### src/rtl/util_timestamp_pkg.sv
// util_timestamp_pkg
// Constants and types shared by the RX timestamp packer and the TX timestamp gate.
package util_timestamp_pkg;

    localparam int TIMESTAMP_WIDTH = 64;

    // Header word that opens every timestamped frame ("TIMESTMP" in ASCII).
    localparam logic [TIMESTAMP_WIDTH-1:0] TIMESTAMP_MAGIC = 64'h504D5453454D4954;

    // Framing states of the TX gate.
    typedef enum logic [2:0] {
        GATE_HEADER    = 3'd0,
        GATE_TS_VALUE  = 3'd1,
        GATE_WAIT_TIME = 3'd2,
        GATE_STREAM    = 3'd3,
        GATE_DROP      = 3'd4
    } gate_state_t;

endpackage

### src/rtl/util_sat_counter.sv
// util_sat_counter
// Up-counter that sticks at all-ones instead of wrapping; clear has priority.
module util_sat_counter #(
    parameter int WIDTH = 16
) (
    input  logic             clk,
    input  logic             clear,
    input  logic             inc,
    output logic [WIDTH-1:0] count
);

    localparam logic [WIDTH-1:0] ONE = {{(WIDTH-1){1'b0}}, 1'b1};

    // Count events, hold at the ceiling.
    always_ff @(posedge clk) begin
        if (clear) begin
            count <= '0;
        end else if (inc && (count != {WIDTH{1'b1}})) begin
            count <= count + ONE;
        end
    end

endmodule

### src/rtl/util_upack2_timestamp_gate.sv
// util_upack2_timestamp_gate
// TX-side timestamp gate between the TX DMA and the TX unpacker. Parses
// frames of MAGIC header, target timestamp, then words_per_packet payload
// words, and holds each payload until the sample timestamp reaches its target.
// words_per_packet == 0 selects a zero-latency bypass.
// Build macro UTIL_UPACK2_TIMESTAMP_LATE_DROP_EN: when defined, frames whose
// target has already passed are consumed and discarded; otherwise they are
// released immediately. late_count increments in both builds.
module util_upack2_timestamp_gate
    import util_timestamp_pkg::*;
#(
    parameter logic [TIMESTAMP_WIDTH-1:0] MAGIC       = TIMESTAMP_MAGIC,
    parameter int                         COUNT_WIDTH = 16
) (
    input  logic                       clk,
    input  logic                       reset,
    input  logic [TIMESTAMP_WIDTH-1:0] timestamp,
    input  logic [31:0]                words_per_packet,
    input  logic                       in_valid,
    output logic                       in_ready,
    input  logic [63:0]                in_data,
    output logic                       out_valid,
    input  logic                       out_ready,
    output logic [63:0]                out_data,
    output logic [COUNT_WIDTH-1:0]     late_count,
    output logic [COUNT_WIDTH-1:0]     sync_error_count,
    output logic                       waiting
);

`ifdef UTIL_UPACK2_TIMESTAMP_LATE_DROP_EN
    localparam gate_state_t LATE_NEXT = GATE_DROP;
`else
    localparam gate_state_t LATE_NEXT = GATE_STREAM;
`endif

    gate_state_t                state;
    logic [31:0]                word_cnt;
    logic [31:0]                wpp_latched;
    logic [TIMESTAMP_WIDTH-1:0] target;

    logic bypass;
    logic xfer;
    logic is_magic;
    logic is_late;
    logic last_word;
    logic sync_inc;
    logic late_inc;

    assign bypass    = (words_per_packet == 32'd0);
    assign xfer      = in_valid && in_ready;
    assign is_magic  = (in_data == MAGIC);
    // Unsigned compare: a target equal to the current time is on time.
    assign is_late   = (timestamp > in_data);
    assign last_word = (word_cnt == (wpp_latched - 32'd1));
    assign sync_inc  = (state == GATE_HEADER) && !bypass && xfer && !is_magic;
    assign late_inc  = (state == GATE_TS_VALUE) && xfer && is_late;

    // Payload is never buffered, so the output word is always the input word.
    assign out_data = in_data;

    // Handshake steering per state; everything is forced idle during reset.
    always_comb begin
        in_ready  = 1'b0;
        out_valid = 1'b0;
        waiting   = 1'b0;
        if (!reset) begin
            case (state)
                GATE_HEADER: begin
                    if (bypass) begin
                        out_valid = in_valid;
                        in_ready  = out_ready;
                    end else begin
                        in_ready = 1'b1;
                    end
                end
                GATE_TS_VALUE:  in_ready = 1'b1;
                GATE_WAIT_TIME: waiting  = 1'b1;
                GATE_STREAM: begin
                    out_valid = in_valid;
                    in_ready  = out_ready;
                end
                GATE_DROP:      in_ready = 1'b1;
                default: begin
                    in_ready  = 1'b0;
                    out_valid = 1'b0;
                end
            endcase
        end
    end

    // Framing state machine and payload word counter.
    always_ff @(posedge clk) begin
        if (reset) begin
            state    <= GATE_HEADER;
            word_cnt <= 32'd0;
        end else begin
            case (state)
                GATE_HEADER: begin
                    if (!bypass && xfer && is_magic) begin
                        state <= GATE_TS_VALUE;
                    end
                end
                GATE_TS_VALUE: begin
                    if (xfer) begin
                        state <= is_late ? LATE_NEXT : GATE_WAIT_TIME;
                    end
                end
                GATE_WAIT_TIME: begin
                    if (timestamp >= target) begin
                        state <= GATE_STREAM;
                    end
                end
                GATE_STREAM, GATE_DROP: begin
                    if (xfer) begin
                        if (last_word) begin
                            word_cnt <= 32'd0;
                            state    <= GATE_HEADER;
                        end else begin
                            word_cnt <= word_cnt + 32'd1;
                        end
                    end
                end
                default: begin
                    state    <= GATE_HEADER;
                    word_cnt <= 32'd0;
                end
            endcase
        end
    end

    // Frame length is frozen at header acceptance; target time at its word.
    always_ff @(posedge clk) begin
        if ((state == GATE_HEADER) && !bypass && xfer && is_magic) begin
            wpp_latched <= words_per_packet;
        end
        if ((state == GATE_TS_VALUE) && xfer) begin
            target <= in_data;
        end
    end

    // Status counter: frames that arrived after their target time.
    util_sat_counter #(
        .WIDTH (COUNT_WIDTH)
    ) u_late_cnt (
        .clk   (clk),
        .clear (reset),
        .inc   (late_inc),
        .count (late_count)
    );

    // Status counter: non-header words seen while hunting for MAGIC.
    util_sat_counter #(
        .WIDTH (COUNT_WIDTH)
    ) u_sync_cnt (
        .clk   (clk),
        .clear (reset),
        .inc   (sync_inc),
        .count (sync_error_count)
    );

endmodule

### config.mk
export PLATFORM = sky130hd
export DESIGN_NAME = util_upack2_timestamp_gate
export DESIGN_NICKNAME = d
export VERILOG_FILES = /design/src/rtl/util_timestamp_pkg.sv /design/src/rtl/util_sat_counter.sv /design/src/rtl/util_upack2_timestamp_gate.sv
export SDC_FILE = /design/constraint.sdc
export NUM_CORES = 1
export LEC_CHECK = 0
export ABC_AREA = 1
export CELL_PAD_IN_SITES_DETAIL_PLACEMENT = 0
export CELL_PAD_IN_SITES_GLOBAL_PLACEMENT = 1
export CORE_MARGIN = 1.5
export CORE_UTILIZATION = 38
export DETAILED_ROUTE_END_ITERATION = 8
export PLACE_DENSITY_LB_ADDON = 0.08
export SYNTH_ARGS = -nofsm -noshare
export SYNTH_HDL_FRONTEND = slang
export SYNTH_HIERARCHICAL = 1
export SYNTH_SLANG_ARGS = --single-unit
export TNS_END_PERCENT = 30
### constraint.sdc
create_clock -name clk -period 4.9 [get_ports clk]
set_input_delay 0.735 -clock clk [delete_from_list [all_inputs] [get_ports clk]]
set_output_delay 0.735 -clock clk [all_outputs]
set_load 0.005 [all_outputs]
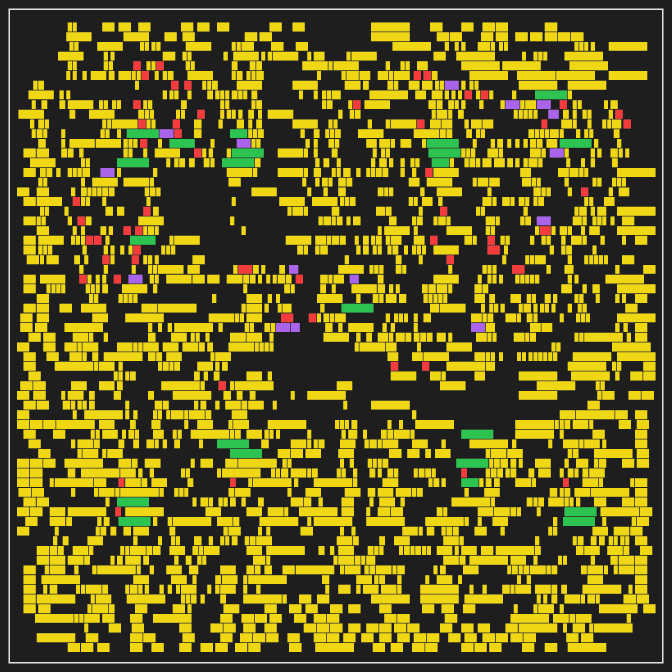
drive_strength.png
Key: red = drive 2 [cells 55, share 3.0%]; green = drive 6 and up [cells 22, share 1.2%]; yellow = drive 1 or less [cells 1,766, share 95%]; purple = drive 3 to 4 [cells 15, share 0.81%]

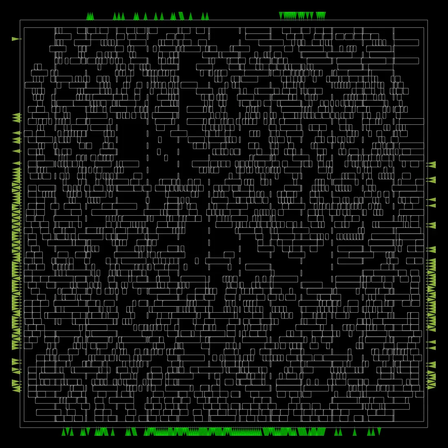
final_placement.png
fin cells: 2,261
row count: 65
core area: 31,720 µm²
Well-Tap Cells: 402

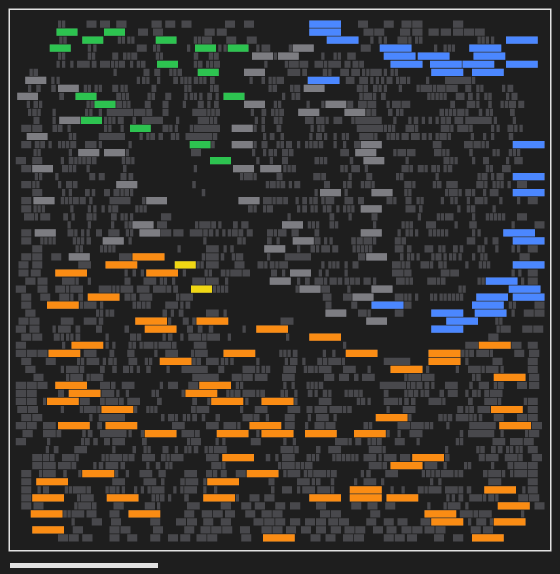
registers.png
Bar = 50 µm.
Key: orange = target [flops 64]; green = u_late_cnt/count [flops 16]; yellow = state [flops 2]; blue = wpp_latched [flops 32]
Another 48 sequential cells are not coloured.

==> impl_metrics.yaml <==
# flow metrics
power:
  p_seq_w: 0.00144
  p_sw_share_pct: 24.11
  switchingPower_w: 0.0007550
  maxPowerGroup: "sequential cells"
worst_setup_path:
  crit_path_end_kind: "flop"
  cp_top_family: "simple AND/OR/NAND/NOR gates"
  cp.required_ps: 5230
  critPathMaxFanout: 8
finish:
  buffers: 265
  clock_area_share_pct: 3.398
  logic_area_um2: 6634
  comb_area_share_pct: 43.00
  lay_top_count: "nand2_1"
  final_layout_size_suffix_gt1_share_pct: 4.952
sta:
  whs_ps: 520.4
  skew_ps: 8.297
  hold_viol_final: 0
  period_needed_ps: 3786
  max_freq_mhz: 264.1
clocking:
  cts_made_buffers: 17
  cts_root_buffer: "clkbuf_16"
  cts_max_path_buffers: 2
  post_cts_buffers: 0
  path_clk_slew_ps: 60
synth:
  compound_area_share_pct: 6.336
  synthDistinctLibCells: 45
  top_cells_by_area: "edfxtp_1, ha_1, dfxtp_1, nand2_1, nor2_1"
  synth.net_count: 1938
grt:
  antenna_found_initial: 2
  use_met3_pct: 4.448
  grt_max_degree: 65
  grt-ovfl-total: 0
routing:
  avgViaCountPerCell: 4.789
  wirelength_um: 33440
  wl_met2_um: 15330
outcome:
  outcome: "completed"
placement:
  placed_cell_area_um2: 14900
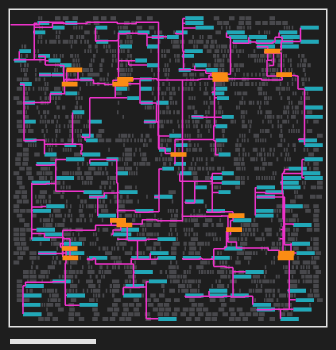
clock_map.png
Bar = 50 µm.
Key: cyan = flip-flops [count 162]; magenta = clock wires [length 2,610 µm]; orange = cells driving clock nets [count 17]
There are 18 routed clock nets. Position of the flops: all over the die.

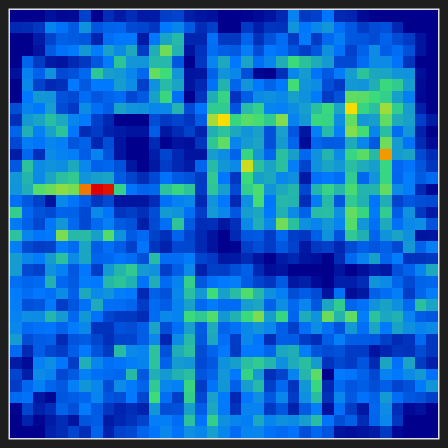
wire_density.png
The die is cut into 37 by 37 equal tiles; dark blue is low, red is high, scaled to the fullest tile. Values are wire area over tile area, all layers added.
3.3% of the tiles are over half the peak. The mean over all tiles is 0.16. The fullest tile reaches 0.68. 5.8% of the tiles are nearly empty.

[flip-flops by register name, indices dropped and copies added (netlist names)]
name and flops:
u_late_cnt/count 16, word_cnt 32, wpp_latched 32, target 64
state 2, u_sync_cnt/count 16
[final timing paths]
path                                          start                    to  slack (ps)  depth (start not counted)
worst max-delay path                    in_data[63]  u_late_cnt/count[13]        1110                         19
worst min-delay path            u_late_cnt/count[1]   u_late_cnt/count[1]         520                          2
worst max register to register             state[1]  u_sync_cnt/count[13]        1980                         13
worst min register to register  u_late_cnt/count[1]   u_late_cnt/count[1]         520                          2
[worst min-delay path, cell delays in order, from the launching register on]
cell     delay, ps
dfxtp_1        330
nor2_1         100
nor2_1          50
Power figures rest on the tool's default switching activity, not on a simulated workload.
